**src/rtl/div_ctrl_pkg.sv**
```systemverilog
// Shared types and helpers for the divide sequencer and its companion controllers.
package div_ctrl_pkg;

  localparam int BITS_DEF = 32;

  typedef enum logic [1:0] {
    S_IDLE = 2'd0,
    S_WAIT = 2'd1,
    S_DONE = 2'd2
  } state_t;

  // Two's complement negation modulo 2^BITS_DEF.
  function automatic logic [BITS_DEF-1:0] negate(input logic [BITS_DEF-1:0] v);
    return -v;
  endfunction

  // |v| for signed operands, raw value otherwise; |min| wraps to min.
  function automatic logic [BITS_DEF-1:0] magnitude(input logic [BITS_DEF-1:0] v,
                                                    input logic is_signed);
    return (is_signed && v[BITS_DEF-1]) ? negate(v) : v;
  endfunction

  // Divider latency is the number of register stages enabled in its stage mask.
  function automatic int unsigned stage_popcount(input logic [31:0] mask);
    int unsigned cnt;
    cnt = 0;
    for (int i = 0; i < 32; i++) begin
      if (mask[i]) cnt++;
    end
    return cnt;
  endfunction

endpackage

```
**src/rtl/div_ctrl_if.sv**
```systemverilog
// Execute-stage request/HI-LO bus plus the divider datapath hookup.
interface div_ctrl_if
  import div_ctrl_pkg::*;
#(
  parameter int BITS = BITS_DEF
) ();

  logic            start;
  logic            is_signed;
  logic [BITS-1:0] op_a;
  logic [BITS-1:0] op_b;
  logic            hi_we;
  logic            lo_we;
  logic [BITS-1:0] wr_data;
  logic            busy;
  logic            done;
  logic            div_by_zero;
  logic [BITS-1:0] hi_out;
  logic [BITS-1:0] lo_out;
  logic [BITS-1:0] dv_dividend;
  logic [BITS-1:0] dv_divisor;
  logic            dv_valid;
  logic [BITS-1:0] dv_quotient;
  logic [BITS-1:0] dv_remainder;

  modport master (
    output start, is_signed, op_a, op_b, hi_we, lo_we, wr_data,
    output dv_quotient, dv_remainder,
    input  busy, done, div_by_zero, hi_out, lo_out,
    input  dv_dividend, dv_divisor, dv_valid
  );

  modport slave (
    input  start, is_signed, op_a, op_b, hi_we, lo_we, wr_data,
    input  dv_quotient, dv_remainder,
    output busy, done, div_by_zero, hi_out, lo_out,
    output dv_dividend, dv_divisor, dv_valid
  );

endinterface

```
**src/rtl/div_sign_fix.sv**
```systemverilog
// Restores result signs after an unsigned divide/multiply core.
module div_sign_fix
  import div_ctrl_pkg::*;
#(
  parameter int BITS = BITS_DEF
) (
  input  logic [BITS-1:0] i_q,
  input  logic [BITS-1:0] i_r,
  input  logic            i_neg_q,
  input  logic            i_neg_r,
  output logic [BITS-1:0] o_q,
  output logic [BITS-1:0] o_r
);

  assign o_q = i_neg_q ? negate(i_q) : i_q;
  assign o_r = i_neg_r ? negate(i_r) : i_r;

endmodule

```
**src/rtl/div_ctrl.sv**
```systemverilog
// DIV/DIVU sequencer: feeds the divider with magnitudes, waits out its
// latency, sign-corrects the result and owns architectural HI/LO.
module div_ctrl
  import div_ctrl_pkg::*;
#(
  parameter int BITS    = BITS_DEF,
  parameter int LATENCY = 0,
  parameter int CNT_W   = 6
) (
  input  logic     clock,
  input  logic     reset,
  div_ctrl_if.slave bus
);

  state_t            r_state, w_next;
  logic [CNT_W-1:0]  r_cnt;
  logic [BITS-1:0]   r_mag_a, r_mag_b, r_hi, r_lo;
  logic              r_neg_q, r_neg_r, r_dbz;
  logic              w_accept, w_finish, w_op_b_zero;
  logic [BITS-1:0]   w_q_fix, w_r_fix;

  assign w_accept    = bus.start && (r_state != S_WAIT);
  assign w_finish    = (r_state == S_WAIT) && (r_cnt == '0);
  assign w_op_b_zero = (bus.op_b == '0);

  // NOTE: every always_comb output gets a default first so no path can infer a latch.
  always_comb begin
    w_next = r_state;
    case (r_state)
      S_IDLE, S_DONE: begin
        if (bus.start) w_next = w_op_b_zero ? S_DONE : S_WAIT;
        else           w_next = S_IDLE;
      end
      S_WAIT:  if (r_cnt == '0) w_next = S_DONE;
      default: w_next = S_IDLE;
    endcase
  end

  // NOTE: sequential state uses non-blocking assignments so all registers see pre-edge values.
  always_ff @(posedge clock or negedge reset) begin
    if (!reset) r_state <= S_IDLE;
    else        r_state <= w_next;
  end

  div_sign_fix #(.BITS(BITS)) u_sign_fix (
    .i_q     (bus.dv_quotient),
    .i_r     (bus.dv_remainder),
    .i_neg_q (r_neg_q),
    .i_neg_r (r_neg_r),
    .o_q     (w_q_fix),
    .o_r     (w_r_fix)
  );

  always_ff @(posedge clock or negedge reset) begin
    if (!reset) begin
      r_cnt   <= '0;
      r_mag_a <= '0;
      r_mag_b <= '0;
      r_neg_q <= 1'b0;
      r_neg_r <= 1'b0;
      r_dbz   <= 1'b0;
      r_hi    <= '0;
      r_lo    <= '0;
    end else begin
      if (w_accept) begin
        r_dbz <= w_op_b_zero;
        if (!w_op_b_zero) begin
          r_mag_a <= magnitude(bus.op_a, bus.is_signed);
          r_mag_b <= magnitude(bus.op_b, bus.is_signed);
          r_neg_q <= bus.is_signed && (bus.op_a[BITS-1] ^ bus.op_b[BITS-1]);
          r_neg_r <= bus.is_signed && bus.op_a[BITS-1];
          r_cnt   <= CNT_W'(LATENCY);
        end
      end else if ((r_state == S_WAIT) && (r_cnt != '0)) begin
        r_cnt <= r_cnt - CNT_W'(1);
      end

      // An accepted start drops any MTHI/MTLO in the same cycle.
      if (w_finish) begin
        r_lo <= w_q_fix;
        r_hi <= w_r_fix;
      end else if (!w_accept && (r_state != S_WAIT)) begin
        if (bus.hi_we) r_hi <= bus.wr_data;
        if (bus.lo_we) r_lo <= bus.wr_data;
      end
    end
  end

  assign bus.busy        = (r_state == S_WAIT);
  assign bus.done        = (r_state == S_DONE);
  assign bus.div_by_zero = (r_state == S_DONE) && r_dbz;
  assign bus.hi_out      = r_hi;
  assign bus.lo_out      = r_lo;
  assign bus.dv_dividend = r_mag_a;
  assign bus.dv_divisor  = r_mag_b;
  assign bus.dv_valid    = (r_state == S_WAIT) && (r_cnt == CNT_W'(LATENCY));

endmodule

```
**src/flat_wrapper.sv**
```systemverilog
// flat-port wrapper written by rule: the top's interface ports become plain ports
module div_ctrl_flat import div_ctrl_pkg::*;
#(
  parameter int BITS    = BITS_DEF,
  parameter int LATENCY = 0,
  parameter int CNT_W   = 6
)
  (clock, reset, bus_start, bus_is_signed, bus_op_a, bus_op_b, bus_hi_we, bus_lo_we, bus_wr_data, bus_dv_quotient, bus_dv_remainder, bus_busy, bus_done, bus_div_by_zero, bus_hi_out, bus_lo_out, bus_dv_dividend, bus_dv_divisor, bus_dv_valid);
  div_ctrl_if #(.BITS(BITS)) bus_i ();
  input  logic clock;
  input  logic reset;
  input wire logic [$bits(bus_i.start)-1:0] bus_start;
  input wire logic [$bits(bus_i.is_signed)-1:0] bus_is_signed;
  input wire logic [$bits(bus_i.op_a)-1:0] bus_op_a;
  input wire logic [$bits(bus_i.op_b)-1:0] bus_op_b;
  input wire logic [$bits(bus_i.hi_we)-1:0] bus_hi_we;
  input wire logic [$bits(bus_i.lo_we)-1:0] bus_lo_we;
  input wire logic [$bits(bus_i.wr_data)-1:0] bus_wr_data;
  input wire logic [$bits(bus_i.dv_quotient)-1:0] bus_dv_quotient;
  input wire logic [$bits(bus_i.dv_remainder)-1:0] bus_dv_remainder;
  output wire logic [$bits(bus_i.busy)-1:0] bus_busy;
  output wire logic [$bits(bus_i.done)-1:0] bus_done;
  output wire logic [$bits(bus_i.div_by_zero)-1:0] bus_div_by_zero;
  output wire logic [$bits(bus_i.hi_out)-1:0] bus_hi_out;
  output wire logic [$bits(bus_i.lo_out)-1:0] bus_lo_out;
  output wire logic [$bits(bus_i.dv_dividend)-1:0] bus_dv_dividend;
  output wire logic [$bits(bus_i.dv_divisor)-1:0] bus_dv_divisor;
  output wire logic [$bits(bus_i.dv_valid)-1:0] bus_dv_valid;
  assign bus_i.start = bus_start;
  assign bus_i.is_signed = bus_is_signed;
  assign bus_i.op_a = bus_op_a;
  assign bus_i.op_b = bus_op_b;
  assign bus_i.hi_we = bus_hi_we;
  assign bus_i.lo_we = bus_lo_we;
  assign bus_i.wr_data = bus_wr_data;
  assign bus_i.dv_quotient = bus_dv_quotient;
  assign bus_i.dv_remainder = bus_dv_remainder;
  assign bus_busy = bus_i.busy;
  assign bus_done = bus_i.done;
  assign bus_div_by_zero = bus_i.div_by_zero;
  assign bus_hi_out = bus_i.hi_out;
  assign bus_lo_out = bus_i.lo_out;
  assign bus_dv_dividend = bus_i.dv_dividend;
  assign bus_dv_divisor = bus_i.dv_divisor;
  assign bus_dv_valid = bus_i.dv_valid;
  div_ctrl #(.BITS(BITS), .LATENCY(LATENCY), .CNT_W(CNT_W)) u_core (.clock(clock), .reset(reset), .bus(bus_i));
endmodule
```
**config.mk**
```make
export PLATFORM = sky130hd
export DESIGN_NAME = div_ctrl_flat
export DESIGN_NICKNAME = d
export VERILOG_FILES = /design/src/rtl/div_ctrl_pkg.sv /design/src/rtl/div_ctrl_if.sv /design/src/rtl/div_sign_fix.sv /design/src/rtl/div_ctrl.sv /design/src/flat_wrapper.sv
export SDC_FILE = /design/constraint.sdc
export NUM_CORES = 1
export LEC_CHECK = 0
export ABC_CLOCK_PERIOD_IN_PS = 2200
export CORE_ASPECT_RATIO = 0.7
export CORE_MARGIN = 2
export CORE_UTILIZATION = 40
export CTS_CLUSTER_SIZE = 16
export DETAILED_ROUTE_END_ITERATION = 8
export GPL_TIMING_DRIVEN = 0
export PLACE_DENSITY = 0.72
export SLEW_MARGIN = 10
export SYNTH_ARGS = -nofsm -noshare
export SYNTH_HDL_FRONTEND = slang
export SYNTH_SLANG_ARGS = --single-unit
```
**constraint.sdc**
```tcl
create_clock -name clock -period 2.2 [get_ports clock]
set_clock_uncertainty 0.15 [all_clocks]
set_input_delay 0.22 -clock clock [delete_from_list [all_inputs] [get_ports clock]]
set_output_delay 0.22 -clock clock [all_outputs]
set_load 0.1 [all_outputs]
```
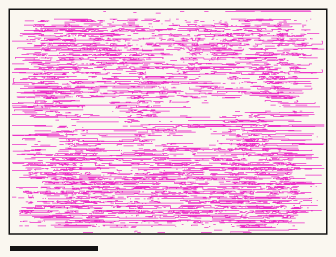
(run_1/m1.png)
The bar under the picture is 50 um long.
wire length on this layer: 16000 um
main direction: horizontal
share of all routed wire: 47%
nets with wire on the layer: 1363
total via count in the routed design: 9220
drt total wl: 34.2 mm

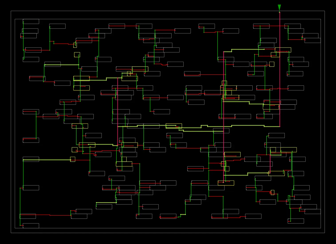
(run_1/clock_nets.png)
clock tree sinks: 139
final sequential cell count: 139
number of clock buffers inserted by TritonCTS: 17
# clk buffers: 18

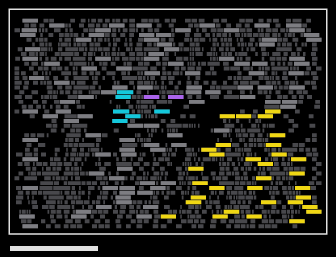
(run_1/ff_map.png)
The bar under the picture is 50 um long.
legend:
  purple:
    netlist_name: u_core.r_state
    sequential_cells: 2
  yellow:
    netlist_name: u_core.bus.lo_out
    sequential_cells: 32
  cyan:
    netlist_name: u_core.r_cnt
    sequential_cells: 6
not coloured: 99
Seq/total area: 0.261
total area of sequential cells: 3480 sq um
fraction of the core area covered by cells at the end of the flow: 0.636

==> datasheet_impl.txt, run 1 <==
Summary of implementation characteristics

Parameter                              Value

Timing
  Final slew viol count    0
  Final critical-path setup slack    -0.00359 ns
  Sum Neg Setup Slack    -0.00359 ns
  Max-slew headroom at the worst pin    0.311
  Final setup viols    1
  Unrepaired setup endpoints after global routing    yes
  Worst Hold Slack    0.00591 ns

Yosys
  Total of flip-flops plus latches after synthesis    139
  Mapped Avg Cell Area    8.74 sq um
  Async set-or-reset flop fraction in the synthesized netlist    1.00
  Most frequent cells after synthesis    139 x sky130_fd_sc_hd__dfrtp_1, 129 x sky130_fd_sc_hd__a21oi_1, 103 x sky130_fd_sc_hd__nand2_1, 61 x sky130_fd_sc_hd__nor2_1
  Number of nets at floorplan    1162
  Simple logic cell fraction of the synthesized area    0.186
  Top cells by area    sky130_fd_sc_hd__dfrtp_1 40%, sky130_fd_sc_hd__a21oi_1 7.5%, sky130_fd_sc_hd__xor2_1 5.6%, sky130_fd_sc_hd__xnor2_1 5.5%, sky130_fd_sc_hd__nand2_1 4.5%
  Synthesized area    8660 sq um
  Number of cell instances after yosys synthesis    990
  Most common cell in the netlist    sky130_fd_sc_hd__dfrtp_1
  Top logic cell family in the synthesized netlist    AND-OR/OR-AND gates
  Most area-hungry cell type in the Yosys netlist    sky130_fd_sc_hd__dfrtp_1
  Fraction of synthesized area in multiplexers    0.0295
  Proportion of synthesized chip area in sequential cells    0.402
  Total cell area reported by yosys after synthesis    8660 sq um
  XOR/XNOR share of the synthesized area    0.110

Hold path
  Kind of path behind the tightest hold check    in -> reg
  Hold Crit Start    bus_op_b[14]

Setup path
  WS Path Type    in -> reg
  Endpoint type of the worst setup path    register
  Timing endpoint of the critical path    u_core.bus.hi_out[29]
  Required time of the critical path    2.36 ns
  Startpoint of the worst-slack reg-to-reg timing path    u_core.r_cnt[2]
  Top cell family by delay on the critical path    simple AND/OR/NAND/NOR gates
  Slowest cell on the critical path    sky130_fd_sc_hd__or4_4
  Crit-path max FO    3
  Minimum setup slack among reg-to-reg paths    0.10 ns
  Buffer-and-inverter tally for the worst setup path    1
  Worst-case reg-to-reg path depth    8

Finish
  Area of the multi-input gates    5400 sq um
  Highest-count cells in the layout ignoring fill and taps    155 x sky130_fd_sc_hd__dlygate4sd2_1, 137 x sky130_fd_sc_hd__dfrtp_1, 121 x sky130_fd_sc_hd__clkdlybuf4s50_1, 102 x sky130_fd_sc_hd__nand2_1, 95 x sky130_fd_sc_hd__a21oi_1
  Post-route design area    13300 sq um
  Top logic cell by instance count in the layout    sky130_fd_sc_hd__dlygate4sd2_1
  Leading cell category by total area    logic gates
  Comb/total area    0.404
  Buffering overhead    0.261
  Number of combinational gates with multiple inputs    764
  Number of fill cells    1825
  Count of plain and timing-repair buffers in the layout    384

GRT
  Largest net degree at the start of global routing    78
  Via count of the first global-routing pass    8949

Die
  Core Area    21000 sq um
  Die span in x    180 um
  Rows    44
  Well-Tap Cells    276
  Vertical die dimension    127 um

CTS
  CTS tree    built
  Clock Latency Late Sink    0.43 ns
  Clock input transition at the sequential cells of the worst setup and hold paths    0.07 ns
  H-tree depth    4
  PostCTS Resize Cnt    238

Drt
  DRC marker count from the first detailed-route iteration    799
  DRC violation count after routing    0

Status
  Violated checks    setup timing
  Status    complete, but fails checks

Placement
  Cell area after placement    12100 sq um
  HPWL Detailed    25.3 mm

Flow run
  Count of tool warnings    30
[run 1: layer usage]
layer / up-vias / routed length (um) / track usage
met2: 401 / 14500 / 0.421
met4: 2 / 705 / 0.0832
met1: 4486 / 16000 / 0.435
met3: 45 / 2900 / 0.0681
met5: - / 13 / 0
li1: 4286 / - / -
[run 1: worst reg2reg max path: cells and delay by family (launching register included)]
family / cells / cell delay, ns
flops: 1 / 0.43
simple gates: 3 / 0.64
buf+inv: 3 / 0.46
compound gates: 2 / 0.30
==> run_1/closeup.png <==
The bar under the picture is 20 um long. Region (65, 64) to (115, 114) um. Cells in grey, sequential cells in the stronger grey; small squares are vias.
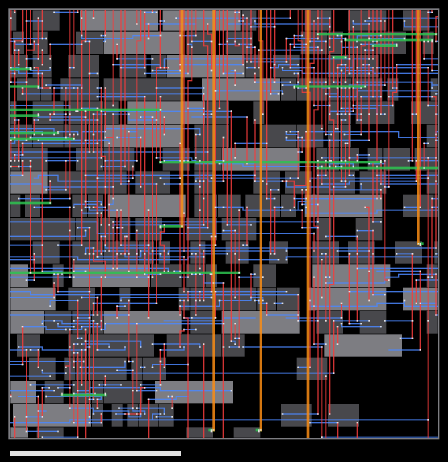

--- run 2 (diff from run 1) ---
SKIP_LAST_GASP = 1   (was unset)
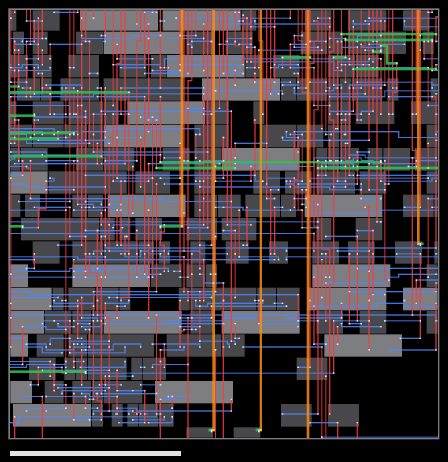
(run_2/closeup.png)
The bar under the picture is 20 um long. Region (65, 64) to (115, 114) um. Cells in grey, sequential cells in the stronger grey; small squares are vias.
legend:
  red:
    layer: M2
  green:
    layer: M3
  orange:
    layer: M4
  blue:
    layer: M1
netlist names of flops here include: u_core.bus.dv_dividend (7), u_core.bus.dv_divisor (6), u_core.r_cnt (3)
sequential cells in the window: 19
cells with their middle in the window: 159
most frequent: dfrtp_1 (19), dlygate4sd2_1 (12), clkdlybuf4s50_1 (11)

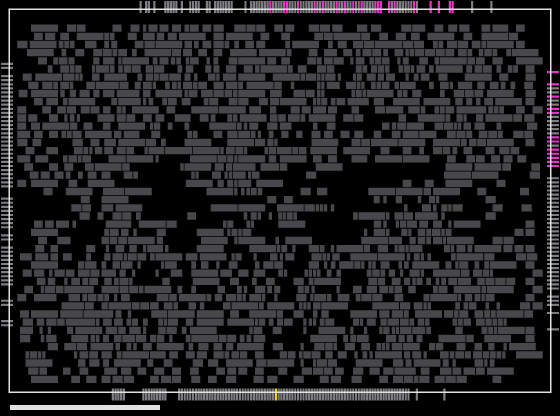
(run_2/pinout.png)
The bar under the picture is 50 um long. Pins as bars across the die edge, other pins in grey.
legend:
  magenta:
    port: bus_dv_dividend
    pins: 32
    direction: output
    edge: 20 north, 12 east
  yellow:
    port: bus_hi_we
    pins: 1
    direction: input
    edge: south
vertical die dimension: 127 um
port bufs: 294
die span in x: 180 um

==> datasheet_impl.txt, run 2 <==
Summary of implementation characteristics

Parameter                              Value

Status
  Status    complete, but fails checks
  Violated checks    setup timing

CTS
  Clock input transition at the sequential cells of the worst setup and hold paths    0.06 ns (about the same)
  Clock Latency Late Sink    0.43 ns (about the same)
  Maximum number of buffers from clock root to sink    2
  Number of clock buffers inserted by TritonCTS    17 (unchanged)
  Buffers inserted during post-CTS setup optimization    17
  Clock tree sinks    139 (unchanged)
  Hold buffers post-CTS    1
  PostCTS Resize Cnt    235 (-1.3%)
  H-tree depth    4 (unchanged)
  CTS tree    built

Finish
  Top logic cell by instance count in the layout    sky130_fd_sc_hd__dlygate4sd2_1
  # clk buffers    18 (unchanged)
  Post-route design area    13300 sq um (-0.22%)
  Final sequential cell count    139 (unchanged)
  # diodes    1
  Number of fill cells    1821 (-0.22%)
  Comb/total area    0.406 (+0.00204)
  Area of the multi-input gates    5410 sq um (+0.28%)
  Leading cell category by total area    logic gates
  Share of cells above drive strength 1    0.185
  Buffering overhead    0.259 (-0.00223)
  Count of plain and timing-repair buffers in the layout    379 (-1.3%)
  # nets final    1497
  Highest-count cells in the layout ignoring fill and taps    155 x sky130_fd_sc_hd__dlygate4sd2_1, 139 x sky130_fd_sc_hd__dfrtp_1, 121 x sky130_fd_sc_hd__clkdlybuf4s50_1, 102 x sky130_fd_sc_hd__nand2_1, 95 x sky130_fd_sc_hd__a21oi_1
  Synthesis-to-finish area growth    53.8%
  Total area of sequential cells    3480 sq um (about the same)
  Clock-cell share of area    0.0401
  Seq/total area    0.261 (+0.000400)
  Number of combinational gates with multiple inputs    764 (unchanged)
  Fraction of the core area covered by cells at the end of the flow    0.635 (-0.00143)

Placement
  HPWL Detailed    25.3 mm (unchanged)
  Routability cong.    0.952
  Cell area after placement    12100 sq um (unchanged)
  Number of placed instances with taps included    1561

Drt
  DRC marker count from the first detailed-route iteration    731 (-8.5%)
  Final ANT Viol Nets    0
  Drt total wl    34.0 mm (-0.59%)
  Mean routed wirelength per cell    21.0 um
  Total via count in the routed design    9207 (-0.14%)
  DRC violation count after routing    0 (unchanged)

Yosys
  Number of cell instances after yosys synthesis    990 (unchanged)
  Top cells by area    sky130_fd_sc_hd__dfrtp_1 40%, sky130_fd_sc_hd__a21oi_1 7.5%, sky130_fd_sc_hd__xor2_1 5.6%, sky130_fd_sc_hd__xnor2_1 5.5%, sky130_fd_sc_hd__nand2_1 4.5%
  Synthesized area    8660 sq um (unchanged)
  XOR/XNOR share of the synthesized area    0.110 (unchanged)
  Async set-or-reset flop fraction in the synthesized netlist    1.00 (unchanged)
  Most common cell in the netlist    sky130_fd_sc_hd__dfrtp_1
  Total of flip-flops plus latches after synthesis    139 (unchanged)
  Share of synthesized cell area in and-or and or-and compound cells    0.223
  Top logic cell family in the synthesized netlist    AND-OR/OR-AND gates
  Mapped Avg Cell Area    8.74 sq um (unchanged)
  Simple logic cell fraction of the synthesized area    0.186 (unchanged)
  Number of nets at floorplan    1162 (unchanged)
  Total cell area reported by yosys after synthesis    8660 sq um (unchanged)
  Most frequent cells after synthesis    139 x sky130_fd_sc_hd__dfrtp_1, 129 x sky130_fd_sc_hd__a21oi_1, 103 x sky130_fd_sc_hd__nand2_1, 61 x sky130_fd_sc_hd__nor2_1
  Number of enable-type register cells in the synthesized netlist    0
  Proportion of synthesized chip area in sequential cells    0.402 (unchanged)
  Fraction of synthesized area in multiplexers    0.0295 (unchanged)
  Most area-hungry cell type in the Yosys netlist    sky130_fd_sc_hd__dfrtp_1
  Yosys adder share    0.00867
  Share of the synthesized area in the top cell type    0.402

Die
  Well-Tap Cells    276 (unchanged)
  Starting Density    0.413
  Rows    44 (unchanged)
  Total die area    22900 sq um
  Core Area    21000 sq um (unchanged)

Timing
  Unrepaired setup endpoints after global routing    yes
  Worst Hold Slack    0.00568 ns (-0.000230 ns)
  Final Hold Fails    0
  Max-slew headroom at the worst pin    0.311 (+0.000710)
  Final slew viol count    0 (unchanged)
  Final critical-path setup slack    -0.0663 ns (-0.0627 ns)
  Highest Clock Rate    441 MHz
  Sum Neg Setup Slack    -0.0663 ns (-0.0627 ns)
  Final setup viols    1 (unchanged)

Setup path
  Startpoint Class    register
  Cells traversed along the worst timing path    nor4_4 -> nand3_4 -> inv_8 -> buf_6 -> buf_12
  Slowest cell on the critical path    sky130_fd_sc_hd__dfrtp_1
  Required time of the critical path    1.83 ns (-0.53 ns)
  WS Path Type    reg -> out
  Endpoint type of the worst setup path    primary output
  Top cell family by delay on the critical path    simple AND/OR/NAND/NOR gates
  Buffer-and-inverter tally for the worst setup path    3 (+2)
  Crit-path max FO    10 (+7)
  Worst stage delay on the critical path    0.42 ns

Flow run
  Max Cap Viol    0
  Count of tool warnings    30 (unchanged)

GRT
  Global-route wire length before repair    51.7 mm
  Via count of the first global-routing pass    8937 (-0.13%)
  Largest net degree at the start of global routing    78 (unchanged)
  Global route total overflow    0

Hold path
  Kind of path behind the tightest hold check    in -> reg
## run 2: path summary, 6_finish.rpt
kind                                            startpoint                          to  slack (ns)  cells past startpoint
min in group asynchronous                            reset  u_core.bus.dv_dividend[16]        0.18                      2
worst min-delay path                          bus_op_b[14]   u_core.bus.dv_divisor[14]       0.006                      3
max in group asynchronous                            reset        u_core.bus.hi_out[3]        0.94                      3
worst max register to register             u_core.r_cnt[4]       u_core.bus.lo_out[30]        0.03                      7
worst min register to register  u_core.bus.dv_dividend[31]  u_core.bus.dv_dividend[31]        0.34                      1
worst max-delay path                       u_core.r_cnt[4]                bus_dv_valid       -0.07                      5
## run 2: metal layers
layer | part of all wire | track usage
met5 | 0.00038 | 0
met2 | 0.42 | 0.420
met4 | 0.022 | 0.0832
met3 | 0.075 | 0.0681
met1 | 0.48 | 0.434
==> run_2/clock_nets.png <==
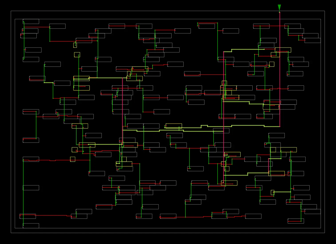

--- run 3 (diff from run 2) ---
ABC_CLOCK_PERIOD_IN_PS = 2000   (was 2200)
CORE_UTILIZATION = 42   (was 40)
PLACE_DENSITY = 0.78   (was 0.72)
clock period = 2 ns   (was 2.2 ns; I/O delays follow)
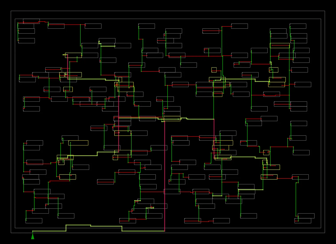
(run_3/clock_nets.png)
# clk buffers: 21

==> datasheet_impl.txt, run 3 <==
Summary of implementation characteristics

Parameter                              Value

Status
  Status    complete, but fails checks
  Violated checks    hold timing, setup timing

Drt
  Mean routed wirelength per cell    22.1 um (+5.0%)
  Met2 wire len    15.7 mm (+9.0%)
  Routed met3 length    3.62 mm (+42%)
  Wire length on met1    16.5 mm (+1.5%)
  DRC violation count after routing    0 (unchanged)
  Final ANT Viol Nets    0 (unchanged)
  Number of search-and-repair iterations in the first detailed-routing pass    6
  Top sig layer    met4
  Total via count in the routed design    9688 (+5.2%)

Yosys
  Share of the synthesized area in the top cell type    0.402 (unchanged)
  Top logic cell family in the synthesized netlist    AND-OR/OR-AND gates
  Most frequent cells after synthesis    139 x sky130_fd_sc_hd__dfrtp_1, 129 x sky130_fd_sc_hd__a21oi_1, 103 x sky130_fd_sc_hd__nand2_1, 61 x sky130_fd_sc_hd__nor2_1
  Async set-or-reset flop fraction in the synthesized netlist    1.00 (unchanged)
  Number of cell instances after yosys synthesis    990 (unchanged)
  Most common cell in the netlist    sky130_fd_sc_hd__dfrtp_1
  Number of enable-type register cells in the synthesized netlist    0 (unchanged)
  Synthesized area    8660 sq um (unchanged)
  Share of synthesized cell area in and-or and or-and compound cells    0.223 (unchanged)
  XOR/XNOR share of the synthesized area    0.110 (unchanged)
  Yosys adder share    0.00867 (unchanged)
  Number of nets at floorplan    1162 (unchanged)
  Proportion of synthesized chip area in sequential cells    0.402 (unchanged)
  Total of flip-flops plus latches after synthesis    139 (unchanged)
  Mapped Avg Cell Area    8.74 sq um (unchanged)
  Top cells by area    sky130_fd_sc_hd__dfrtp_1 40%, sky130_fd_sc_hd__a21oi_1 7.5%, sky130_fd_sc_hd__xor2_1 5.6%, sky130_fd_sc_hd__xnor2_1 5.5%, sky130_fd_sc_hd__nand2_1 4.5%
  Most area-hungry cell type in the Yosys netlist    sky130_fd_sc_hd__dfrtp_1
  Fraction of synthesized area in multiplexers    0.0295 (unchanged)

Timing
  Final slew viol count    0 (unchanged)
  Final critical-path setup slack    -0.145 ns (-0.0787 ns)
  Sum Neg Setup Slack    -1.39 ns (-1.32 ns)
  Worst Hold Slack    -0.0125 ns (-0.0182 ns)
  Final Hold Fails    2 (+2)
  Max-slew headroom at the worst pin    0.335 (+0.0240)
  Final setup viols    17 (+16)
  Highest Clock Rate    466 MHz

Setup path
  Top cell family by delay on the critical path    simple AND/OR/NAND/NOR gates
  Cells traversed along the worst timing path    nor4_4 -> nand3_4 -> buf_6 -> clkbuf_16 -> or3_1 -> mux2_2 -> nand3_2
  Crit-path max FO    5 (-5)
  Slowest cell on the critical path    sky130_fd_sc_hd__dfrtp_2
  Startpoint Class    register
  Endpoint type of the worst setup path    register
  Buffer-and-inverter tally for the worst setup path    2 (-1)
  Required time of the critical path    2.21 ns (+0.38 ns)
  WS Path Type    reg -> reg

GRT
  Met3 track demand over resource in global routing    0.0684 (+0.000246)
  Global route total overflow    0 (unchanged)
  Via count of the first global-routing pass    8827 (-1.2%)
  Global routing met2 resource utilization    0.449 (+0.0287)
  Largest net degree at the start of global routing    103 (+32%)

Die
  Vertical die dimension    124 um (-2.3%)
  Total die area    21800 sq um (-4.6%)
  Starting Density    0.433 (+0.0198)
  Core Area    20000 sq um (-4.6%)
  Well-Tap Cells    270 (-2.2%)
  Rows    43 (-2.3%)
  Die span in x    176 um (-2.4%)

Flow run
  Max Cap Viol    0 (unchanged)

Finish
  Highest-count cells in the layout ignoring fill and taps    137 x sky130_fd_sc_hd__dfrtp_1, 106 x sky130_fd_sc_hd__a21oi_1, 100 x sky130_fd_sc_hd__nand2_1, 90 x sky130_fd_sc_hd__clkdlybuf4s50_1, 83 x sky130_fd_sc_hd__clkbuf_2
  Final sequential cell count    139 (unchanged)
  Leading cell category by total area    logic gates
  Area of the multi-input gates    5670 sq um (+4.8%)
  Post-route design area    14000 sq um (+5.4%)
  Total area of sequential cells    3480 sq um (about the same)
  Clock-cell share of area    0.0437 (+0.00356)
  Buffering overhead    0.272 (+0.0137)
  # nets final    1537 (+2.7%)
  Number of combinational gates with multiple inputs    764 (unchanged)
  # diodes    1 (unchanged)
  Share of cells above drive strength 1    0.309 (+0.124)
  Comb/total area    0.404 (-0.00233)
  Count of plain and timing-repair buffers in the layout    419 (+11%)
  Synthesis-to-finish area growth    62.1%

CTS
  Buffers inserted during post-CTS setup optimization    33 (+16)
  Library cell used as clock root buffer    sky130_fd_sc_hd__clkbuf_16
  Clock Latency Late Sink    0.42 ns (about the same)
  CTS tree    built
  Clock input transition at the sequential cells of the worst setup and hold paths    0.07 ns (about the same)
  Hold buffers post-CTS    3 (+2)
  Clock tree sinks    139 (unchanged)
  Maximum number of buffers from clock root to sink    2 (unchanged)
  Number of clock buffers inserted by TritonCTS    17 (unchanged)
  H-tree depth    4 (unchanged)
  PostCTS Resize Cnt    431 (+83%)

Placement
  Port bufs    294 (unchanged)
  Cell area after placement    12300 sq um (+1.7%)
  Number of placed instances with taps included    1555 (-0.38%)
  Routability cong.    0.959 (+0.67%)

Hold path
  Kind of path behind the tightest hold check    in -> reg
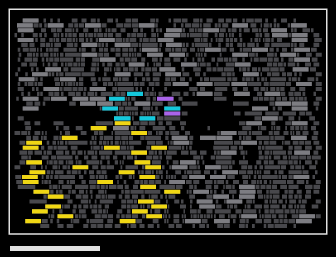
(run_3/ff_map.png)
The bar under the picture is 50 um long.
legend:
  purple:
    netlist_name: u_core.r_state
    sequential_cells: 2
  yellow:
    netlist_name: u_core.bus.lo_out
    sequential_cells: 32
  cyan:
    netlist_name: u_core.r_cnt
    sequential_cells: 6
not coloured: 99
fraction of the core area covered by cells at the end of the flow: 0.701
Seq/total area: 0.248

## run 3: cell counts after synthesis
No cell type changed its count.
## run 3: worst paths after layout
check / startpoint / cells after the start / end / slack [ns]
worst max-delay path: u_core.r_cnt[2] / 7 / u_core.bus.lo_out[30] / -0.15
worst min-delay path: bus_dv_remainder[15] / 3 / u_core.bus.hi_out[15] / -0.01
worst max register to register: u_core.r_cnt[2] / 7 / u_core.bus.lo_out[30] / -0.15
worst min register to register: u_core.bus.dv_divisor[31] / 1 / u_core.bus.dv_divisor[31] / 0.35
max in group asynchronous: reset / 3 / u_core.r_state[0] / 0.75
min in group asynchronous: reset / 2 / u_core.bus.lo_out[5] / 0.09
